## src/rtl/mem_stage.sv

```systemverilog
// ---------------------------------------------------------------------------
// mem_stage -- memory pipeline stage of a simple in-order RISC core.
//
// Takes one instruction per idle cycle from EX. Non-memory instructions are
// registered straight through to the EX/MEM result (1-cycle latency). Loads
// and stores launch a single data-bus transaction and hold the front of the
// pipe (stallreq) until the bus returns dmem_ack. Load data is lane-selected
// and sign/zero extended before it is written to the stage result.
//
// Optional feature macro: MEM_MISALIGN_CHECK_EN
//   defined   : misaligned LH/LHU/SH/LW/SW are dropped, misalign pulses.
//   undefined : misalign tied 0, offending low address bits are ignored.
//
// Ports
//   clk, rst_n                 clock, async active-low reset
//   ex_valid                   EX presents an instruction
//   ex_rd, ex_regwe            destination register / write enable
//   ex_result                  ALU result (wb data or byte address)
//   ex_memop                   0 none,1 LB,2 LH,3 LW,4 LBU,5 LHU,6 SB,7 SH,8 SW
//   ex_storedata               store source operand
//   dmem_req, dmem_we          bus request / write flag (held while busy)
//   dmem_addr, dmem_wdata      word address / replicated write data
//   dmem_be                    byte enables
//   dmem_ack, dmem_rdata       completion strobe / read word
//   ex_mem_rd, ex_mem_regwe    registered stage result to WB and forwarding
//   ex_mem_wbdata
//   stallreq                   hold EX and earlier stages (high while busy)
//   misalign                   one-cycle pulse for a dropped access
// ---------------------------------------------------------------------------
module mem_stage (
  input  logic        clk,
  input  logic        rst_n,
  input  logic        ex_valid,
  input  logic [4:0]  ex_rd,
  input  logic        ex_regwe,
  input  logic [31:0] ex_result,
  input  logic [3:0]  ex_memop,
  input  logic [31:0] ex_storedata,
  output logic        dmem_req,
  output logic        dmem_we,
  output logic [31:0] dmem_addr,
  output logic [31:0] dmem_wdata,
  output logic [3:0]  dmem_be,
  input  logic        dmem_ack,
  input  logic [31:0] dmem_rdata,
  output logic [4:0]  ex_mem_rd,
  output logic        ex_mem_regwe,
  output logic [31:0] ex_mem_wbdata,
  output logic        stallreq,
  output logic        misalign
);

  localparam logic [3:0] OP_LB  = 4'd1;
  localparam logic [3:0] OP_LH  = 4'd2;
  localparam logic [3:0] OP_LW  = 4'd3;
  localparam logic [3:0] OP_LBU = 4'd4;
  localparam logic [3:0] OP_LHU = 4'd5;
  localparam logic [3:0] OP_SB  = 4'd6;
  localparam logic [3:0] OP_SH  = 4'd7;
  localparam logic [3:0] OP_SW  = 4'd8;

  typedef enum logic {IDLE, BUSY} state_t;
  typedef enum logic [1:0] {SZ_B, SZ_H, SZ_W} size_t;

  // -------------------------------------------------------------------------
  // EX memop decode
  // -------------------------------------------------------------------------
  logic  dec_load, dec_store, dec_uns, dec_mem;
  size_t dec_size;

  always_comb begin
    dec_load  = 1'b0;
    dec_store = 1'b0;
    dec_uns   = 1'b0;
    dec_size  = SZ_W;
    case (ex_memop)
      OP_LB:  begin dec_load = 1'b1;  dec_size = SZ_B; end
      OP_LH:  begin dec_load = 1'b1;  dec_size = SZ_H; end
      OP_LW:  begin dec_load = 1'b1;  dec_size = SZ_W; end
      OP_LBU: begin dec_load = 1'b1;  dec_size = SZ_B; dec_uns = 1'b1; end
      OP_LHU: begin dec_load = 1'b1;  dec_size = SZ_H; dec_uns = 1'b1; end
      OP_SB:  begin dec_store = 1'b1; dec_size = SZ_B; end
      OP_SH:  begin dec_store = 1'b1; dec_size = SZ_H; end
      OP_SW:  begin dec_store = 1'b1; dec_size = SZ_W; end
      default: ;  // 0 and 9-15 behave as non-memory instructions
    endcase
  end

  assign dec_mem = dec_load | dec_store;

  logic misal_hit;
`ifdef MEM_MISALIGN_CHECK_EN
  assign misal_hit = dec_mem &&
                     ((dec_size == SZ_H && ex_result[0]) ||
                      (dec_size == SZ_W && ex_result[1:0] != 2'b00));
`else
  assign misal_hit = 1'b0;
`endif

  // -------------------------------------------------------------------------
  // Lane helpers
  // -------------------------------------------------------------------------
  // Halfword lane comes from addr[1] alone, so an odd halfword address (when
  // not trapped) simply lands on the containing aligned half.
  function automatic logic [3:0] store_be(input size_t sz, input logic [1:0] off);
    case (sz)
      SZ_B:    return 4'b0001 << off;
      SZ_H:    return off[1] ? 4'b1100 : 4'b0011;
      default: return 4'b1111;
    endcase
  endfunction

  // Replicating the operand across every lane lets the memory pick the
  // lane purely from the byte enables.
  function automatic logic [31:0] store_data(input size_t sz, input logic [31:0] sd);
    case (sz)
      SZ_B:    return {4{sd[7:0]}};
      SZ_H:    return {2{sd[15:0]}};
      default: return sd;
    endcase
  endfunction

  function automatic logic [31:0] load_extract(input logic [31:0] w, input size_t sz,
                                               input logic uns, input logic [1:0] off);
    logic [31:0] sh;
    logic [7:0]  b;
    logic [15:0] h;
    sh = w >> {off, 3'b000};
    b  = sh[7:0];
    h  = off[1] ? w[31:16] : w[15:0];
    case (sz)
      SZ_B:    return uns ? {24'h0, b} : {{24{b[7]}}, b};
      SZ_H:    return uns ? {16'h0, h} : {{16{h[15]}}, h};
      default: return w;
    endcase
  endfunction

  // -------------------------------------------------------------------------
  // State and registered outputs
  // -------------------------------------------------------------------------
  state_t      state_q, state_d;
  logic        req_q, req_d;
  logic        we_q, we_d;
  logic [31:0] addr_q, addr_d;
  logic [31:0] wdata_q, wdata_d;
  logic [3:0]  be_q, be_d;
  logic [4:0]  rd_q, rd_d;
  logic        regwe_q, regwe_d;
  logic [31:0] wb_q, wb_d;

  // Attributes of the in-flight access needed when the ack arrives.
  logic [4:0]  cap_rd_q, cap_rd_d;
  logic        cap_regwe_q, cap_regwe_d;
  logic        cap_load_q, cap_load_d;
  logic        cap_uns_q, cap_uns_d;
  size_t       cap_size_q, cap_size_d;
  logic [1:0]  cap_off_q, cap_off_d;

`ifdef MEM_MISALIGN_CHECK_EN
  logic        misal_q, misal_d;
`endif

  always_comb begin
    // Everything holds unless a transition below says otherwise; this is
    // what keeps the bus outputs stable across a multi-cycle access.
    state_d     = state_q;
    req_d       = req_q;
    we_d        = we_q;
    addr_d      = addr_q;
    wdata_d     = wdata_q;
    be_d        = be_q;
    rd_d        = rd_q;
    regwe_d     = regwe_q;
    wb_d        = wb_q;
    cap_rd_d    = cap_rd_q;
    cap_regwe_d = cap_regwe_q;
    cap_load_d  = cap_load_q;
    cap_uns_d   = cap_uns_q;
    cap_size_d  = cap_size_q;
    cap_off_d   = cap_off_q;
`ifdef MEM_MISALIGN_CHECK_EN
    misal_d     = 1'b0;
`endif

    case (state_q)
      IDLE: begin
        if (!ex_valid) begin
          regwe_d = 1'b0;
        end else if (!dec_mem) begin
          rd_d    = ex_rd;
          regwe_d = ex_regwe;
          wb_d    = ex_result;
        end else if (misal_hit) begin
          regwe_d = 1'b0;
`ifdef MEM_MISALIGN_CHECK_EN
          misal_d = 1'b1;
`endif
        end else begin
          state_d     = BUSY;
          req_d       = 1'b1;
          we_d        = dec_store;
          addr_d      = {ex_result[31:2], 2'b00};
          be_d        = dec_store ? store_be(dec_size, ex_result[1:0]) : 4'b1111;
          wdata_d     = dec_store ? store_data(dec_size, ex_storedata) : 32'h0;
          regwe_d     = 1'b0;
          cap_rd_d    = ex_rd;
          // A load to x0 still goes out on the bus but never writes back.
          cap_regwe_d = ex_regwe && (ex_rd != 5'd0);
          cap_load_d  = dec_load;
          cap_uns_d   = dec_uns;
          cap_size_d  = dec_size;
          cap_off_d   = ex_result[1:0];
        end
      end

      BUSY: begin
        if (dmem_ack) begin
          state_d = IDLE;
          req_d   = 1'b0;
          if (cap_load_q) begin
            rd_d    = cap_rd_q;
            regwe_d = cap_regwe_q;
            wb_d    = load_extract(dmem_rdata, cap_size_q, cap_uns_q, cap_off_q);
          end else begin
            regwe_d = 1'b0;
          end
        end
      end

      default: state_d = IDLE;
    endcase
  end

  always_ff @(posedge clk or negedge rst_n) begin
    if (!rst_n) begin
      state_q     <= IDLE;
      req_q       <= 1'b0;
      we_q        <= 1'b0;
      addr_q      <= 32'h0;
      wdata_q     <= 32'h0;
      be_q        <= 4'h0;
      rd_q        <= 5'h0;
      regwe_q     <= 1'b0;
      wb_q        <= 32'h0;
      cap_rd_q    <= 5'h0;
      cap_regwe_q <= 1'b0;
      cap_load_q  <= 1'b0;
      cap_uns_q   <= 1'b0;
      cap_size_q  <= SZ_B;
      cap_off_q   <= 2'b00;
    end else begin
      state_q     <= state_d;
      req_q       <= req_d;
      we_q        <= we_d;
      addr_q      <= addr_d;
      wdata_q     <= wdata_d;
      be_q        <= be_d;
      rd_q        <= rd_d;
      regwe_q     <= regwe_d;
      wb_q        <= wb_d;
      cap_rd_q    <= cap_rd_d;
      cap_regwe_q <= cap_regwe_d;
      cap_load_q  <= cap_load_d;
      cap_uns_q   <= cap_uns_d;
      cap_size_q  <= cap_size_d;
      cap_off_q   <= cap_off_d;
    end
  end

`ifdef MEM_MISALIGN_CHECK_EN
  always_ff @(posedge clk or negedge rst_n) begin
    if (!rst_n) misal_q <= 1'b0;
    else        misal_q <= misal_d;
  end
  assign misalign = misal_q;
`else
  assign misalign = 1'b0;
`endif

  assign dmem_req      = req_q;
  assign dmem_we       = we_q;
  assign dmem_addr     = addr_q;
  assign dmem_wdata    = wdata_q;
  assign dmem_be       = be_q;
  assign ex_mem_rd     = rd_q;
  assign ex_mem_regwe  = regwe_q;
  assign ex_mem_wbdata = wb_q;
  // Includes the ack cycle: the next instruction is taken only once IDLE.
  assign stallreq      = (state_q == BUSY);

endmodule

```

## config.mk

```make
export PLATFORM = sky130hd
export DESIGN_NAME = mem_stage
export DESIGN_NICKNAME = d
export VERILOG_FILES = /design/src/rtl/mem_stage.sv
export SDC_FILE = /design/constraint.sdc
export NUM_CORES = 1
export LEC_CHECK = 0
export ABC_AREA = 1
export CAP_MARGIN = 20
export CORE_MARGIN = 5
export CORE_UTILIZATION = 41
export CTS_CLUSTER_SIZE = 10
export DETAILED_ROUTE_END_ITERATION = 8
export PLACE_DENSITY = 0.87
export SYNTH_ARGS = -nofsm -noshare
export SYNTH_HDL_FRONTEND = slang
export SYNTH_SLANG_ARGS = --single-unit
```

## constraint.sdc

```tcl
create_clock -name clk -period 1.61 [get_ports clk]
set_clock_uncertainty 0.15 [all_clocks]
set_input_delay 0.322 -clock clk [delete_from_list [all_inputs] [get_ports clk]]
set_output_delay 0.322 -clock clk [all_outputs]
set_load 0.02 [all_outputs]
```

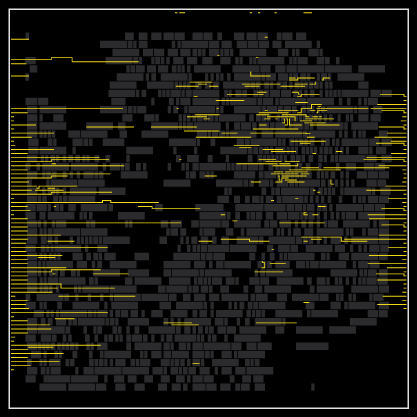
(run_1/layer_met3.png)
Scale: 3 px per um.
nets with wire on the layer: 209
longest straight run: 56.4 um
main direction: horizontal
share of all routed wire: 9.2%

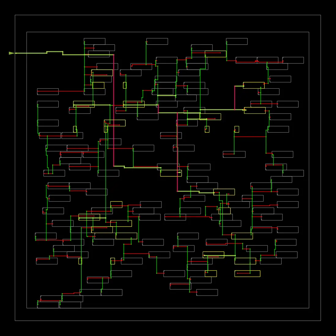
(run_1/clocks.png)
sinks on the clock net: 119
cts bufs inserted: 17

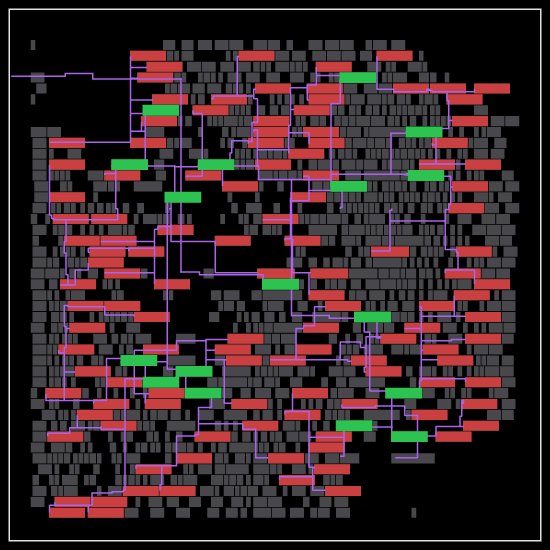
(run_1/clk_routes.png)
Scale: 4 px per um.
[clock wires] purple | length: 1,650 um
[flip-flops] red | count: 119
[clock drivers] green | count: 17
routed clock nets: 18
flops lie: spread over the die

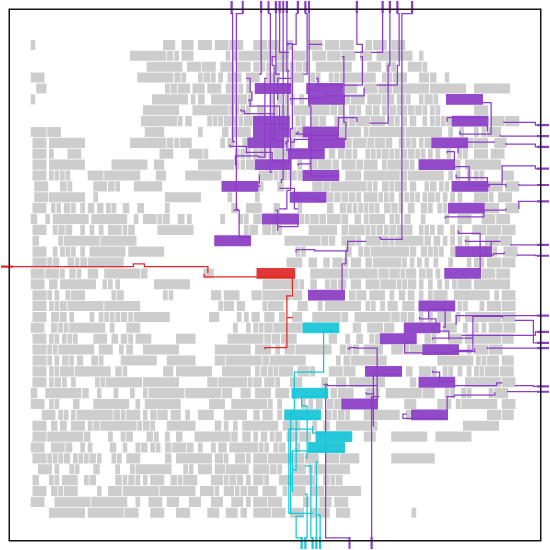
(run_1/io_fan.png)
Scale: 4 px per um.
[ex_mem_wbdata] purple | bits: 32 | direction: output | edge: 16 top, 14 right, 2 bottom | end cells: 32 | wire: 1,380 um
[stallreq] red | bits: 1 | direction: output | edge: left | end cells: 1 | wire: 101 um
[ex_mem_rd] cyan | bits: 5 | direction: output | edge: bottom | end cells: 5 | wire: 237 um
I/O Buffers: 216
Ports: 220

==> impl_table.tex, run 1 <==
% Generated from flow reports
\begin{tabular}{lr}
\hline
Metric & Value \\
\hline
\multicolumn{2}{l}{\textbf{Outcome}} \\
Outcome & completed \\
\multicolumn{2}{l}{\textbf{Critical path}} \\
CP Capture Point & ex\_mem\_wbdata[28] \\
Levels on crit path & 1 \\
Peak per-stage delay on the critical path & 380 ps \\
Crit-path cells & dlygate4sd2\_1 \\
CP Buf/Inv Count & 1 \\
Launching element of the worst setup path & ex\_mem\_wbdata[28] \\
Slowest cell on crit path & sky130\_fd\_sc\_hd\_\_dfrtp\_1 \\
\multicolumn{2}{l}{\textbf{Die}} \\
Number of cell rows & 44 \\
Fp util & 42.0\% \\
Chip Footprint & 17,600 um2 \\
Die boundary width & 132 um \\
\multicolumn{2}{l}{\textbf{Yosys}} \\
Syn Std Cell Area & 6150 um2 \\
Ys async rst share & 100\% \\
Flip-flop cell with the highest count after synthesis & sky130\_fd\_sc\_hd\_\_dfrtp\_1 \\
Largest area contributor in the synthesized netlist & sky130\_fd\_sc\_hd\_\_dfrtp\_1 \\
Sequential share of the synthesized area & 48.4\% \\
Avg Cell Area, Syn & 7.54 um2 \\
Ys Warns & 0 \\
Area fraction in and, or, nand and nor cells after synthesis & 28.4\% \\
Most common library cells after synthesis & 345 x sky130\_fd\_sc\_hd\_\_nand2\_1, 119 x sky130\_fd\_sc\_hd\_\_dfrtp\_1, 64 x sky130\_fd\_sc\_hd\_\_inv\_1, 62 x sky130\_fd\_sc\_hd\_\_o21ai\_0, 40 x sky130\_fd\_sc\_hd\_\_a21oi\_1 \\
Combinational family with the most area after synthesis & simple AND/OR/NAND/NOR gates \\
Synthesis-stage register bit count & 119 \\
Post-synthesis chip area from yosys & 6150 um2 \\
Share of Yosys cell area claimed by the top area cell type & 48.4\% \\
Unique masters post-synth & 27 \\
Total cells reported by yosys after synthesis & 816 \\
Ranking of synthesized cells by area & sky130\_fd\_sc\_hd\_\_dfrtp\_1 48\%, sky130\_fd\_sc\_hd\_\_nand2\_1 21\%, sky130\_fd\_sc\_hd\_\_o21ai\_0 5.0\%, sky130\_fd\_sc\_hd\_\_inv\_1 3.9\%, sky130\_fd\_sc\_hd\_\_a21oi\_1 3.3\% \\
XOR/XNOR Area Share & 0\% \\
\multicolumn{2}{l}{\textbf{Cells and area}} \\
Combinational Gates & 580 \\
Count of flip-flops and latches & 119 \\
Tally of non-filler cells in the final layout & 1,261 \\
Total of clock buffers placed in the layout & 25 \\
Sequential cell area share & 31.6\% \\
Share of cell area taken by multi-input logic gates & 28.5\% \\
Sequential cell area & 2980 um2 \\
Post-route core utilization & 64.5\% \\
Summed area of non-filler cells in the final layout & 9440 um2 \\
Most instantiated logic cells after routing & 340 x sky130\_fd\_sc\_hd\_\_nand2\_1, 116 x sky130\_fd\_sc\_hd\_\_dfrtp\_1, 103 x sky130\_fd\_sc\_hd\_\_clkdlybuf4s50\_1, 60 x sky130\_fd\_sc\_hd\_\_inv\_1, 59 x sky130\_fd\_sc\_hd\_\_clkdlybuf4s15\_1 \\
Layout buffer count excluding clock buffers & 275 \\
\multicolumn{2}{l}{\textbf{Job}} \\
Number of maximum-capacitance violations & 0 \\
Stage-log warning count & 27 \\
\multicolumn{2}{l}{\textbf{Power and ir drop}} \\
Power per standard cell area & 1440 nW/um2 \\
Flop pwr share & 33.0\% \\
Total combinational power & 5.61 mW \\
Part of the total power dissipated in the clock network & 25.8\% \\
Share of total power consumed by net switching & 38.3\% \\
Sw Pwr & 5.22 mW \\
Pwr Total & 13.6 mW \\
Worst supply voltage drop on vdd & 0.836 mV \\
\multicolumn{2}{l}{\textbf{Global route}} \\
Grt peak-use layer & met2 \\
Global-route met3 utilization & 8.16\% \\
Via count of the first global-routing pass & 6,440 \\
Gr ovfl total & 0 \\
GRT Overall Usage & 23.6\% \\
Number of antenna violations at the first check in global routing & 1 \\
Largest net degree at the start of global routing & 58 \\
\multicolumn{2}{l}{\textbf{Clocking}} \\
Latest clock arrival within the worst-skew pair & 410 ps \\
CTS tree & yes \\
Post-CTS Setup Repair Bufs & 3 \\
Post-CTS clock slew at the launch and capture registers of the worst setup and hold paths & 50 ps \\
Post-cts sizing count & 167 \\
\multicolumn{2}{l}{\textbf{STA}} \\
Least setup slack across all paths after layout & 24.4 ps \\
Setup Viol. Count Final & 0 \\
Final worst-path cycle share & 98.5\% \\
Count of final max-slew check failures & 0 \\
Number of hold-slack violations in the final timing report & 0 \\
Highest clock frequency the design can meet & 631 MHz \\
Minimum hold slack & 236 ps \\
Setup repair after global routing missed its margin & yes \\
\multicolumn{2}{l}{\textbf{Hold path}} \\
Hold Path Stages & 5 \\
\multicolumn{2}{l}{\textbf{Detailed routing}} \\
Wire length on met1 & 8350 um \\
Met3 routed WL & 1980 um \\
Drt initial violations & 665 \\
Number of vias per cell after detailed routing & 5.15 \\
Routed WL & 21,500 um \\
WL/cell & 17.1 um \\
Uppermost layer routed & met4 \\
\multicolumn{2}{l}{\textbf{Placement}} \\
Place WS & -561 ps \\
Gp weighted congestion & 0.950 \\
\hline
\end{tabular}
==> run 1 -> run 2 <==
--- a/config.mk
+++ b/config.mk
@@ -7,7 +7,7 @@
 export LEC_CHECK = 0
 export ABC_AREA = 1
 export CAP_MARGIN = 20
-export CORE_MARGIN = 5
+export CORE_MARGIN = 4
 export CORE_UTILIZATION = 41
 export CTS_CLUSTER_SIZE = 10
 export DETAILED_ROUTE_END_ITERATION = 8
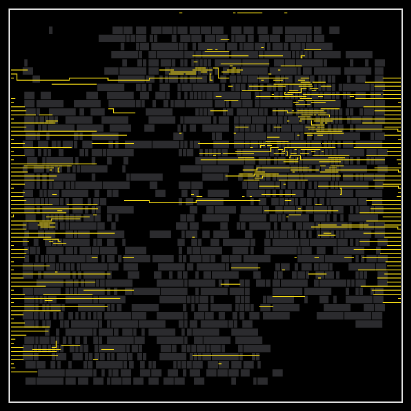
(run_2/layer_met3.png)
Scale: 3 px per um.
global-route met3 utilization: 8.05%
Routed WL: 22,300 um

==> impl_table.tex, run 2 <==
% Generated from flow reports
\begin{tabular}{lr}
\hline
Metric & Value \\
\hline
\multicolumn{2}{l}{\textbf{Outcome}} \\
Outcome & finished, violations left \\
Failing checks & negative setup slack \\
\multicolumn{2}{l}{\textbf{Job}} \\
Stage-log warning count & 28 \\
\multicolumn{2}{l}{\textbf{Placement}} \\
Place WS & -588 ps \\
I/O Buffers & 216 \\
\multicolumn{2}{l}{\textbf{Power and ir drop}} \\
Pwr Total & 14.6 mW \\
Worst supply voltage drop on vdd & 0.795 mV \\
Part of the total power dissipated in the clock network & 28.3\% \\
Power per standard cell area & 1470 nW/um2 \\
Total combinational power & 6.00 mW \\
\multicolumn{2}{l}{\textbf{Cells and area}} \\
Sequential cell area & 2980 um2 \\
Layout buffer count excluding clock buffers & 289 \\
Sequential cell area share & 30.0\% \\
Count of flip-flops and latches & 119 \\
\multicolumn{2}{l}{\textbf{STA}} \\
Setup Viol. Count Final & 6 \\
Number of hold-slack violations in the final timing report & 0 \\
Highest clock frequency the design can meet & 605 MHz \\
Least setup slack across all paths after layout & -43.1 ps \\
Final worst-path cycle share & 103\% \\
Minimum hold slack & 239 ps \\
\multicolumn{2}{l}{\textbf{Global route}} \\
Number of antenna violations at the first check in global routing & 0 \\
Largest net degree at the start of global routing & 42 \\
Grt peak-use layer & met2 \\
Via count of the first global-routing pass & 6,385 \\
\multicolumn{2}{l}{\textbf{Critical path}} \\
CP Capture Point & ex\_mem\_wbdata[5] \\
Levels on crit path & 7 \\
Peak per-stage delay on the critical path & 430 ps \\
\multicolumn{2}{l}{\textbf{Die}} \\
Ports & 220 \\
Die boundary width & 130 um \\
Fp util & 42.2\% \\
\multicolumn{2}{l}{\textbf{Clocking}} \\
Post-CTS Setup Repair Bufs & 4 \\
Post-cts sizing count & 190 \\
CTS tree & yes \\
Cts bufs inserted & 17 \\
\multicolumn{2}{l}{\textbf{Detailed routing}} \\
Number of vias per cell after detailed routing & 5.30 \\
\multicolumn{2}{l}{\textbf{Yosys}} \\
Ys Warns & 0 \\
Share of Yosys cell area claimed by the top area cell type & 48.4\% \\
Combinational family with the most area after synthesis & simple AND/OR/NAND/NOR gates \\
\hline
\end{tabular}
==> run 2 -> run 3 <==
--- a/config.mk
+++ b/config.mk
@@ -12,6 +12,7 @@
 export CTS_CLUSTER_SIZE = 10
 export DETAILED_ROUTE_END_ITERATION = 8
 export PLACE_DENSITY = 0.87
+export SLEW_MARGIN = 30
 export SYNTH_ARGS = -nofsm -noshare
 export SYNTH_HDL_FRONTEND = slang
 export SYNTH_SLANG_ARGS = --single-unit
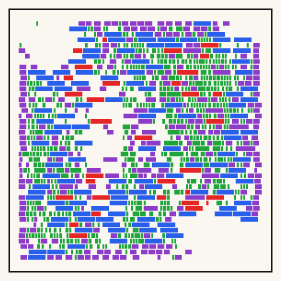
(run_3/placement_by_type.png)
Scale: 2 px per um.
[clock drivers and dummy loads] red | cells: 32 | share of their area: 6.8%
[flops] blue | cells: 119 | share of their area: 31%
[other buffers and delay cells] purple | cells: 289 | share of their area: 30%
[combinational and other logic] green | cells: 653 | share of their area: 32%

==> impl_table.tex, run 3 <==
% Generated from flow reports
\begin{tabular}{lr}
\hline
Metric & Value \\
\hline
\multicolumn{2}{l}{\textbf{Yosys}} \\
XOR/XNOR Area Share & 0\% \\
Post-synthesis chip area from yosys & 6150 um2 \\
Ys Warns & 0 \\
Share of Yosys cell area claimed by the top area cell type & 48.4\% \\
Combinational family with the most area after synthesis & simple AND/OR/NAND/NOR gates \\
Area fraction in and, or, nand and nor cells after synthesis & 28.4\% \\
Avg Cell Area, Syn & 7.54 um2 \\
Syn Std Cell Area & 6150 um2 \\
Largest area contributor in the synthesized netlist & sky130\_fd\_sc\_hd\_\_dfrtp\_1 \\
Unique masters post-synth & 27 \\
Sequential share of the synthesized area & 48.4\% \\
Synthesis-stage register bit count & 119 \\
Most common library cells after synthesis & 345 x sky130\_fd\_sc\_hd\_\_nand2\_1, 119 x sky130\_fd\_sc\_hd\_\_dfrtp\_1, 64 x sky130\_fd\_sc\_hd\_\_inv\_1, 62 x sky130\_fd\_sc\_hd\_\_o21ai\_0, 40 x sky130\_fd\_sc\_hd\_\_a21oi\_1 \\
\multicolumn{2}{l}{\textbf{Cells and area}} \\
Most instantiated logic cells after routing & 327 x sky130\_fd\_sc\_hd\_\_nand2\_1, 117 x sky130\_fd\_sc\_hd\_\_dfrtp\_1, 104 x sky130\_fd\_sc\_hd\_\_clkdlybuf4s50\_1, 68 x sky130\_fd\_sc\_hd\_\_clkdlybuf4s15\_1, 60 x sky130\_fd\_sc\_hd\_\_inv\_1 \\
Sequential cell area & 2980 um2 \\
Post-route core utilization & 68.1\% \\
Summed area of non-filler cells in the final layout & 9930 um2 \\
Layout buffer count excluding clock buffers & 289 \\
Total of clock buffers placed in the layout & 27 \\
Tally of non-filler cells in the final layout & 1,277 \\
Count of flip-flops and latches & 119 \\
Sequential cell area share & 30.0\% \\
Share of cell area taken by multi-input logic gates & 28.7\% \\
\multicolumn{2}{l}{\textbf{Critical path}} \\
Peak per-stage delay on the critical path & 430 ps \\
Launching element of the worst setup path & stallreq \\
CP Capture Point & ex\_mem\_wbdata[5] \\
CP Buf/Inv Count & 3 \\
Levels on crit path & 7 \\
Crit-path cells & buf\_4, inv\_6, buf\_12, a21oi\_1, nand3\_1, o21ai\_1, o21ai\_2 \\
\multicolumn{2}{l}{\textbf{Global route}} \\
Via count of the first global-routing pass & 6,385 \\
Global-route met3 utilization & 8.05\% \\
Grt peak-use layer & met2 \\
GRT Overall Usage & 23.9\% \\
\multicolumn{2}{l}{\textbf{STA}} \\
Least setup slack across all paths after layout & -43.1 ps \\
Setup Viol. Count Final & 6 \\
\multicolumn{2}{l}{\textbf{Detailed routing}} \\
Number of vias per cell after detailed routing & 5.30 \\
Met3 routed WL & 2420 um \\
Uppermost layer routed & met4 \\
WL/cell & 17.5 um \\
Routed WL & 22,300 um \\
Wire length on met1 & 8310 um \\
Drt initial violations & 582 \\
\multicolumn{2}{l}{\textbf{Clocking}} \\
Cts bufs inserted & 17 \\
Post-cts sizing count & 190 \\
Post-CTS Setup Repair Bufs & 4 \\
Latest clock arrival within the worst-skew pair & 420 ps \\
\multicolumn{2}{l}{\textbf{Power and ir drop}} \\
Power per standard cell area & 1470 nW/um2 \\
Total combinational power & 6.00 mW \\
Worst supply voltage drop on vdd & 0.795 mV \\
Pwr Total & 14.6 mW \\
Share of total power consumed by net switching & 37.3\% \\
Part of the total power dissipated in the clock network & 28.3\% \\
\multicolumn{2}{l}{\textbf{Outcome}} \\
Outcome & finished, violations left \\
Failing checks & negative setup slack \\
\multicolumn{2}{l}{\textbf{Job}} \\
Stage-log warning count & 28 \\
Number of maximum-capacitance violations & 0 \\
\multicolumn{2}{l}{\textbf{Placement}} \\
I/O Buffers & 216 \\
\multicolumn{2}{l}{\textbf{Die}} \\
Chip Footprint & 17,000 um2 \\
Fp util & 42.2\% \\
\hline
\end{tabular}
No activity file was given, so power comes from the tool's default toggle rates.
